### A small window of the routed layout

Bar = 10 um. Region (21, 5) to (61, 45) um. Cells in gray, sequential cells in the stronger gray; small squares are vias.
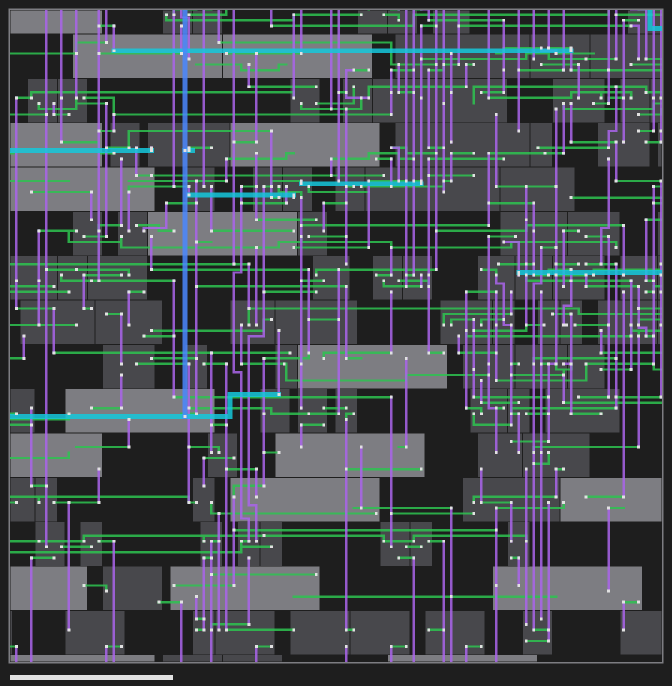
### Cell sizes after repair

Bar = 20 um.
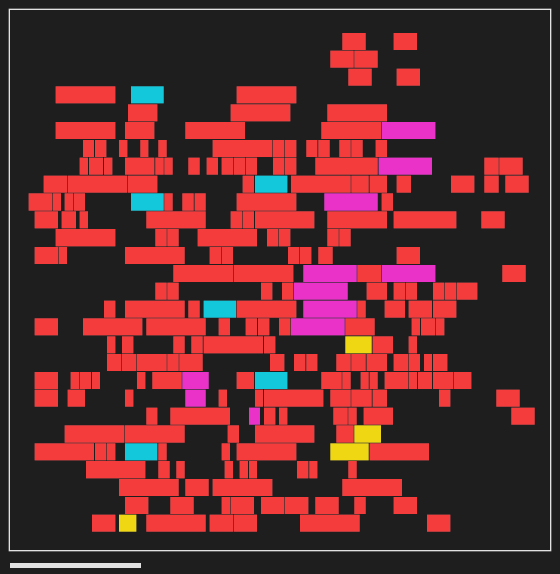
### Signal wires on met2

Bar = 20 um. Cells faint in the background.
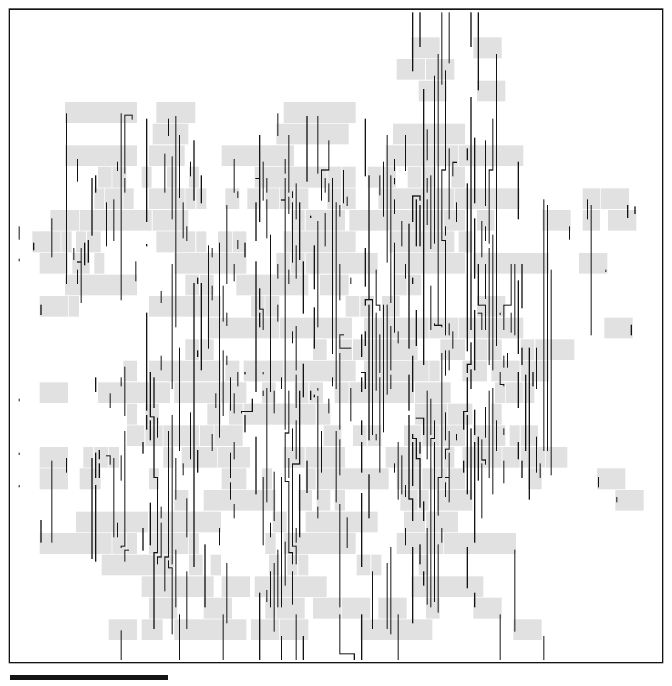
`src/rtl/multi_last_cnt_pkg.sv`:
```
// Shared types and helpers for the multi-queue last-address counter.
package quickq_pkg;

  typedef enum logic {
    IDLE  = 1'b0,
    CLEAR = 1'b1
  } mlc_state_t;

  // Last occupied slot; an empty queue reports slot 0.
  function automatic int unsigned mlc_last_addr(input int unsigned count);
    return (count == 32'd0) ? 32'd0 : count - 32'd1;
  endfunction

endpackage

```
`src/rtl/multi_last_cnt_if.sv`:
```
// Commit handshake and update report bundle between queue control and the counter.
interface multi_last_cnt_if
  import quickq_pkg::*;
#(
  parameter int NUM_Q = 4,
  parameter int DEPTH = 16
);
  localparam int QW     = $clog2(NUM_Q);
  localparam int ADDR_W = $clog2(DEPTH);
  localparam int CNT_W  = $clog2(DEPTH + 1);

  logic              op_valid;
  logic              op_ready;
  logic [QW-1:0]     op_q;
  logic              op_enq;
  logic              op_deq;
  logic              upd_valid;
  logic [QW-1:0]     upd_q;
  logic [ADDR_W-1:0] upd_last;
  logic [CNT_W-1:0]  upd_count;
  logic              err_ovf;
  logic              err_udf;

  modport master (
    output op_valid, op_q, op_enq, op_deq,
    input  op_ready, upd_valid, upd_q, upd_last, upd_count, err_ovf, err_udf
  );

  modport slave (
    input  op_valid, op_q, op_enq, op_deq,
    output op_ready, upd_valid, upd_q, upd_last, upd_count, err_ovf, err_udf
  );

endinterface

```
`src/rtl/multi_last_cnt_lane_next.sv`:
```
// Next-count and error decode for one op on the selected queue.
module mlc_lane_next
  import quickq_pkg::*;
#(
  parameter int DEPTH = 16,
  parameter int CNT_W = $clog2(DEPTH + 1)
) (
  input  logic [CNT_W-1:0] c,
  input  logic             enq,
  input  logic             deq,
  output logic [CNT_W-1:0] next_c,
  output logic             ovf,
  output logic             udf
);

  always_comb begin
    next_c = c;
    ovf    = 1'b0;
    udf    = 1'b0;
    // enq together with deq is a replace and leaves the count alone.
    if (enq && !deq) begin
      if (c == CNT_W'(DEPTH)) ovf    = 1'b1;
      else                    next_c = c + CNT_W'(1);
    end else if (deq && !enq) begin
      if (c == '0) udf    = 1'b1;
      else         next_c = c - CNT_W'(1);
    end
  end

endmodule

```
`src/rtl/multi_last_cnt.sv`:
```
// Per-queue occupancy and last-address tracking with a one-queue-per-cycle clear sweep.
module multi_last_cnt
  import quickq_pkg::*;
#(
  parameter  int NUM_Q  = 4,
  parameter  int DEPTH  = 16,
  localparam int QW     = $clog2(NUM_Q),
  localparam int ADDR_W = $clog2(DEPTH),
  localparam int CNT_W  = $clog2(DEPTH + 1)
) (
  input  logic                 clk,
  input  logic                 rst_n,
  input  logic                 clr,
  multi_last_cnt_if.slave      bus,
  input  logic [QW-1:0]        rd_q,
  output logic [CNT_W-1:0]     rd_count,
  output logic                 rd_full,
  output logic                 rd_empty,
  output logic                 busy
);

  mlc_state_t        r_state;
  logic [QW-1:0]     r_clr_idx;
  logic              r_busy;
  logic              r_upd_valid;
  logic [QW-1:0]     r_upd_q;
  logic [ADDR_W-1:0] r_upd_last;
  logic [CNT_W-1:0]  r_upd_count;
  logic              r_err_ovf;
  logic              r_err_udf;
  logic [CNT_W-1:0]  r_count [NUM_Q];

  logic              w_accept;
  logic [CNT_W-1:0]  w_cur_c;
  logic [CNT_W-1:0]  w_next_c;
  logic              w_ovf;
  logic              w_udf;

  // clr wins over a same-cycle op.
  assign bus.op_ready = (r_state == IDLE) && !clr;
  assign w_accept     = bus.op_valid && bus.op_ready;
  assign w_cur_c      = r_count[bus.op_q];

  mlc_lane_next #(
    .DEPTH (DEPTH),
    .CNT_W (CNT_W)
  ) u_lane_next (
    .c      (w_cur_c),
    .enq    (bus.op_enq),
    .deq    (bus.op_deq),
    .next_c (w_next_c),
    .ovf    (w_ovf),
    .udf    (w_udf)
  );

  genvar gi;
  generate
    for (gi = 0; gi < NUM_Q; gi++) begin : g_count
      always_ff @(posedge clk or negedge rst_n) begin
        if (!rst_n) begin
          r_count[gi] <= '0;
        end else if (r_state == CLEAR && r_clr_idx == QW'(gi)) begin
          r_count[gi] <= '0;
        end else if (w_accept && bus.op_q == QW'(gi)) begin
          r_count[gi] <= w_next_c;
        end
      end
    end
  endgenerate

  always_ff @(posedge clk or negedge rst_n) begin
    if (!rst_n) begin
      r_state     <= IDLE;
      r_clr_idx   <= '0;
      r_busy      <= 1'b0;
      r_upd_valid <= 1'b0;
      r_upd_q     <= '0;
      r_upd_last  <= '0;
      r_upd_count <= '0;
      r_err_ovf   <= 1'b0;
      r_err_udf   <= 1'b0;
    end else begin
      r_upd_valid <= w_accept;
      r_err_ovf   <= w_accept && w_ovf;
      r_err_udf   <= w_accept && w_udf;
      if (w_accept) begin
        r_upd_q     <= bus.op_q;
        r_upd_count <= w_next_c;
        r_upd_last  <= ADDR_W'(mlc_last_addr(32'(w_next_c)));
      end
      case (r_state)
        IDLE: begin
          if (clr) begin
            r_state   <= CLEAR;
            r_clr_idx <= '0;
            r_busy    <= 1'b1;
          end
        end
        CLEAR: begin
          if (r_clr_idx == QW'(NUM_Q - 1)) begin
            r_state <= IDLE;
            r_busy  <= 1'b0;
          end else begin
            r_clr_idx <= r_clr_idx + QW'(1);
          end
        end
        default: begin
          r_state <= IDLE;
          r_busy  <= 1'b0;
        end
      endcase
    end
  end

  assign bus.upd_valid = r_upd_valid;
  assign bus.upd_q     = r_upd_q;
  assign bus.upd_last  = r_upd_last;
  assign bus.upd_count = r_upd_count;
  assign bus.err_ovf   = r_err_ovf;
  assign bus.err_udf   = r_err_udf;

  assign rd_count = r_count[rd_q];
  assign rd_full  = (rd_count == CNT_W'(DEPTH));
  assign rd_empty = (rd_count == '0);
  assign busy     = r_busy;

endmodule

```
`src/flat_wrapper.sv`:
```
// flat-port wrapper written by rule: the top's interface ports become plain ports
module multi_last_cnt_flat import quickq_pkg::*;
#(
  parameter  int NUM_Q  = 4,
  parameter  int DEPTH  = 16,
  localparam int QW     = $clog2(NUM_Q),
  localparam int ADDR_W = $clog2(DEPTH),
  localparam int CNT_W  = $clog2(DEPTH + 1)
)
  (clk, rst_n, clr, rd_q, rd_count, rd_full, rd_empty, busy, bus_op_valid, bus_op_q, bus_op_enq, bus_op_deq, bus_op_ready, bus_upd_valid, bus_upd_q, bus_upd_last, bus_upd_count, bus_err_ovf, bus_err_udf);
  multi_last_cnt_if #(.NUM_Q(NUM_Q), .DEPTH(DEPTH)) bus_i ();
  input  logic clk;
  input  logic rst_n;
  input  logic clr;
  input  logic [QW-1:0] rd_q;
  output logic [CNT_W-1:0] rd_count;
  output logic rd_full;
  output logic rd_empty;
  output logic busy;
  input wire logic [$bits(bus_i.op_valid)-1:0] bus_op_valid;
  input wire logic [$bits(bus_i.op_q)-1:0] bus_op_q;
  input wire logic [$bits(bus_i.op_enq)-1:0] bus_op_enq;
  input wire logic [$bits(bus_i.op_deq)-1:0] bus_op_deq;
  output wire logic [$bits(bus_i.op_ready)-1:0] bus_op_ready;
  output wire logic [$bits(bus_i.upd_valid)-1:0] bus_upd_valid;
  output wire logic [$bits(bus_i.upd_q)-1:0] bus_upd_q;
  output wire logic [$bits(bus_i.upd_last)-1:0] bus_upd_last;
  output wire logic [$bits(bus_i.upd_count)-1:0] bus_upd_count;
  output wire logic [$bits(bus_i.err_ovf)-1:0] bus_err_ovf;
  output wire logic [$bits(bus_i.err_udf)-1:0] bus_err_udf;
  assign bus_i.op_valid = bus_op_valid;
  assign bus_i.op_q = bus_op_q;
  assign bus_i.op_enq = bus_op_enq;
  assign bus_i.op_deq = bus_op_deq;
  assign bus_op_ready = bus_i.op_ready;
  assign bus_upd_valid = bus_i.upd_valid;
  assign bus_upd_q = bus_i.upd_q;
  assign bus_upd_last = bus_i.upd_last;
  assign bus_upd_count = bus_i.upd_count;
  assign bus_err_ovf = bus_i.err_ovf;
  assign bus_err_udf = bus_i.err_udf;
  multi_last_cnt #(.NUM_Q(NUM_Q), .DEPTH(DEPTH)) u_core (.clk(clk), .rst_n(rst_n), .clr(clr), .bus(bus_i), .rd_q(rd_q), .rd_count(rd_count), .rd_full(rd_full), .rd_empty(rd_empty), .busy(busy));
endmodule
```
`config.mk`:
```
export PLATFORM = sky130hd
export DESIGN_NAME = multi_last_cnt_flat
export DESIGN_NICKNAME = d
export VERILOG_FILES = /design/src/rtl/multi_last_cnt_pkg.sv /design/src/rtl/multi_last_cnt_if.sv /design/src/rtl/multi_last_cnt_lane_next.sv /design/src/rtl/multi_last_cnt.sv /design/src/flat_wrapper.sv
export SDC_FILE = /design/constraint.sdc
export NUM_CORES = 1
export LEC_CHECK = 0
export ABC_CLOCK_PERIOD_IN_PS = 9450
export CAP_MARGIN = 20
export CORE_MARGIN = 2
export CORE_UTILIZATION = 35
export DETAILED_ROUTE_END_ITERATION = 12
export PLACE_DENSITY = 0.67
export SLEW_MARGIN = 10
export SYNTH_ARGS = -nofsm -noshare
export SYNTH_HDL_FRONTEND = slang
export SYNTH_SLANG_ARGS = --single-unit
```
`constraint.sdc`:
```
create_clock -name clk -period 9.45 [get_ports clk]
set_input_delay 0.945 -clock clk [delete_from_list [all_inputs] [get_ports clk]]
set_output_delay 0.945 -clock clk [all_outputs]
set_load 0.02 [all_outputs]
```
==> changes_impl.md <==
### Implementation results

* Status: finished clean
* I/O Buffers at 32
* Internal power at roughly 350 uW
* FFs w/ async S/R, synth at 100.0%
* CTS tree: built
* CP max FO at 10
* Area share, top type at 44.31%
* MaxCap Viol Count at 0
* Crit-path slowest cell: clkdlybuf4s50_1
* Clock Tree Buf Depth at 2
* Cell area after layout at about 2600 um2
* IO Pins at 33
* Power Total at 554.9 uW
* DP HPWL at 3.701 mm
* First DRT Iteration DRCs at around 110
* CTS root buf: clkbuf_8
* CP Launch Type: input port
* Clk_skew at roughly 3.9 ps
* Netlist area before placement at ~2100 um2
* Commonest cells in the netlist: dfrtp_1 (38), o21ai_0 (28), nand3_1 (24)
* Final setup viols at 0
* Unrepaired setup endpoints after global routing: false
* Layout Nets at 260
* Average size of a mapped cell at between 10 and 15 um2
* First-pass GRT wire length at 8.369 mm
* Post-synth top flop: dfrtp_1
* Pins Over Slew Limit at 0
* All-Layer GR Usage at around 16%
* WL/cell at ~16 um
* Top delay family on crit path: buffers and inverters
* Crit-path cells: clkdlybuf4s50_1, mux4_2, inv_1, ha_1, inv_1, or4b_1, a32oi_1, xnor2_1, ha_1, nand3_1, nor2b_1, o21ai_0
* Layout cells sized above 1 at just under 9%
* Chip height at around 80 um
* Setup TNS at 0 ps
* Worst path arrival time at about 4600 ps
* # H-tree levels at 2
* Placed cell areas at about 2500 um2
* Clock transition at the registers of the reported paths at around 70 ps
* Pleak at roughly 0.0011 uW
* Reg power frac at 40.5%
* Pwr dens at 212.4 nW/um2
* Rows at 28
* Tool warnings at 31
* Largest net degree at the start of global routing at 39
* Num CTS Buffers at 5
* Routed vias at about 1700
* Synthesized Nets at about 230
* Vias in the first global route at 1660
* Required time of the worst setup path at 9610 ps
* Die Wd at between 80 and 90 um
* Fmax at about 230 MHz
* Critical Path End Type: register
* Crit Path Category: input port to register
* Post-cts resize count at 0
* HP Class: register to register
* Pre-CTS WS at 4730 ps
* Total wire length at roughly 5 mm
* FP Core Util at 36.24%
* # Post-CTS Setup Buffers at 0
* Final worst-path cycle share at a little under half
* Registers, synthesis at 38
* Top area cell types: dfrtp_1 (44%), mux4_2 (8.4%), o21ai_0 (6.5%), nand3_1 (5.6%), ha_1 (4.7%)
* Least-Margin Pin Slew at ~860 ps
* Part of the power in the clock network at 20.6%
* Cells after Synth at about 210
* Latency at later pin at roughly 290 ps
* # fillers at 574
* Yosys chip area at around 2100 um2
* Core area at a little under 6000 um2
* Hold_buf cts at 0
* Worst ir drop on vdd at between 0.15 and 0.2 mV
* Rel. slew slack at between 40% and 50%
* Sw frac at ~37%
* Final std cells w/o fill at approximately 320
* Placed insts at slightly above 300
* Sw Pwr at a little over 200 uW
* Post-synth top area cell: dfrtp_1
* Clk sinks at 38
* Remaining antenna violation count at 0
* Final min period at 4395 ps
* Number of diodes at 0
* Initial antenna violation count at 0
* Final hold viol count at 0
* Sum of buffers and inverters on the critical path at 3
* Comb pwr share at about 39%
* Drt via density at about 5.5
## Picture notes: 'A small window of the routed layout'
layer	color
met3	cyan
met1	green
met2	purple
met4	blue
netlist names of flops here include	u_core.r_count (8), u_core.bus.upd_count (2), u_core.bus.upd_q (2)
sequential cells in the window	16
most frequent	dfrtp_1 (16), o21ai_0 (13), nand3_1 (11)
cells with their middle in the window	103

## Picture notes: 'Cell sizes after repair'
size	color	cells	share
drive 2	magenta	11	4.5%
drive 6 and up	cyan	6	2.5%
drive 1 or less	red	222	91%
drive 3 to 4	yellow	4	1.6%

## Picture notes: 'Signal wires on met2'
nets with wire on the layer	221
main direction	vertical

[layer usage]
metal | part of all wire, % | global-route usage (%) | vias up
li1 | - | - | 838
met1 | 46 | 23.13 | 865
met2 | 49 | 25.73 | 34
met3 | 4.1 | 3.261 | 6
met4 | 1.3 | 5.000 | 0
met5 | 0 | 0 | -
[worst paths after layout]
kind | from | depth (start not counted) | slack (ps) | endpoint
setup / recovery | bus_op_q[0] | 12 | 5060 | u_core.bus.upd_last[0]
max in group asynchronous | rst_n | 2 | 8030 | u_core.r_count[3]
hold reg to reg | u_core.bus.upd_q[0] | 2 | 490 | u_core.bus.upd_q[0]
min in group asynchronous | rst_n | 2 | 1070 | u_core.bus.upd_count[4]
hold / removal | u_core.bus.upd_q[0] | 2 | 490 | u_core.bus.upd_q[0]
setup reg to reg | u_core.r_count[0] | 11 | 6170 | u_core.bus.upd_last[0]
[tightest hold or removal path: stages (launching register included)]
cell     delay (ps)
dfrtp_1         350
nand2_1          50
o21ai_0          60
[metrics by stage]
step                utilization (%)  hold slack, ps
finish                        44.13           495.0
global route                  44.13           526.4
detailed placement            42.58           478.0
CTS                           44.13           498.0
floorplan                         -           480.5
global placement              42.58           464.0
[flip-flops by register name, summed over array words and instances, names as in the netlist]
register,cells
u_core.bus.err_ovf,1
u_core.r_state,1
u_core.bus.upd_last,4
u_core.r_clr_idx,2
u_core.bus.upd_valid,1
u_core.bus.upd_count,5
u_core.bus.err_udf,1
u_core.r_count,20
u_core.bus.upd_q,2
u_core.busy,1
[cell usage in the layout, fill, tap and decap left out, types with 2 or more instances in the layout]
cell type / netlist / final
a21oi_1: 7 / 7
clkbuf_8: 0 / 6
clkdlybuf4s50_1: 0 / 32
dfrtp_1: 38 / 38
ha_1: 8 / 8
inv_1: 9 / 9
mux2i_1: 3 / 3
mux4_1: 2 / 2
mux4_2: 8 / 8
nand2_1: 23 / 23
nand3_1: 24 / 24
nand4_1: 2 / 2
nor2_1: 6 / 6
nor2b_1: 6 / 6
nor3_1: 5 / 5
nor3b_1: 2 / 2
nor4_1: 2 / 2
o2111ai_1: 2 / 2
o21ai_0: 28 / 28
o22ai_1: 2 / 2
or3_1: 2 / 2
xnor2_1: 2 / 2
[cells by family after synthesis]
| family | Yosys count | share of synthesized area (%) |
|---|---|---|
| flip-flops | 38 | 44.31 |
| AND-OR/OR-AND | 50 | 14.34 |
| AND/OR/NAND/NOR | 80 | 19.18 |
| multiplexers | 14 | 12.77 |
| XOR/XNOR | 2 | 0.8165 |
| buffers and inverters | 20 | 3.906 |
| adder cells (fa/ha/maj) | 8 | 4.665 |
[power by group through the flow]
stage | clock network, uW | logic, uW | registers [uW]
floorplan | 0 | 106 | 248
global placement | 0 | 214 | 226
detailed placement | 0 | 218 | 227
CTS | 118 | 219 | 225
global route | 126 | 240 | 230
finish | 114 | 216 | 225
[area by class of cell]
class	count	area, um2	area share (%)
Clock buffer	7	86.33	3.305
Clock inverter	1	5.005	0.1916
Inverter	10	37.54	1.437
Multi-Input combinational cell	154	1111	42.53
Sequential cell	38	950.9	36.40
Tap cell	75	93.84	3.592
Timing Repair Buffer	33	327.8	12.55
Power is estimated from default activity; no workload was simulated.
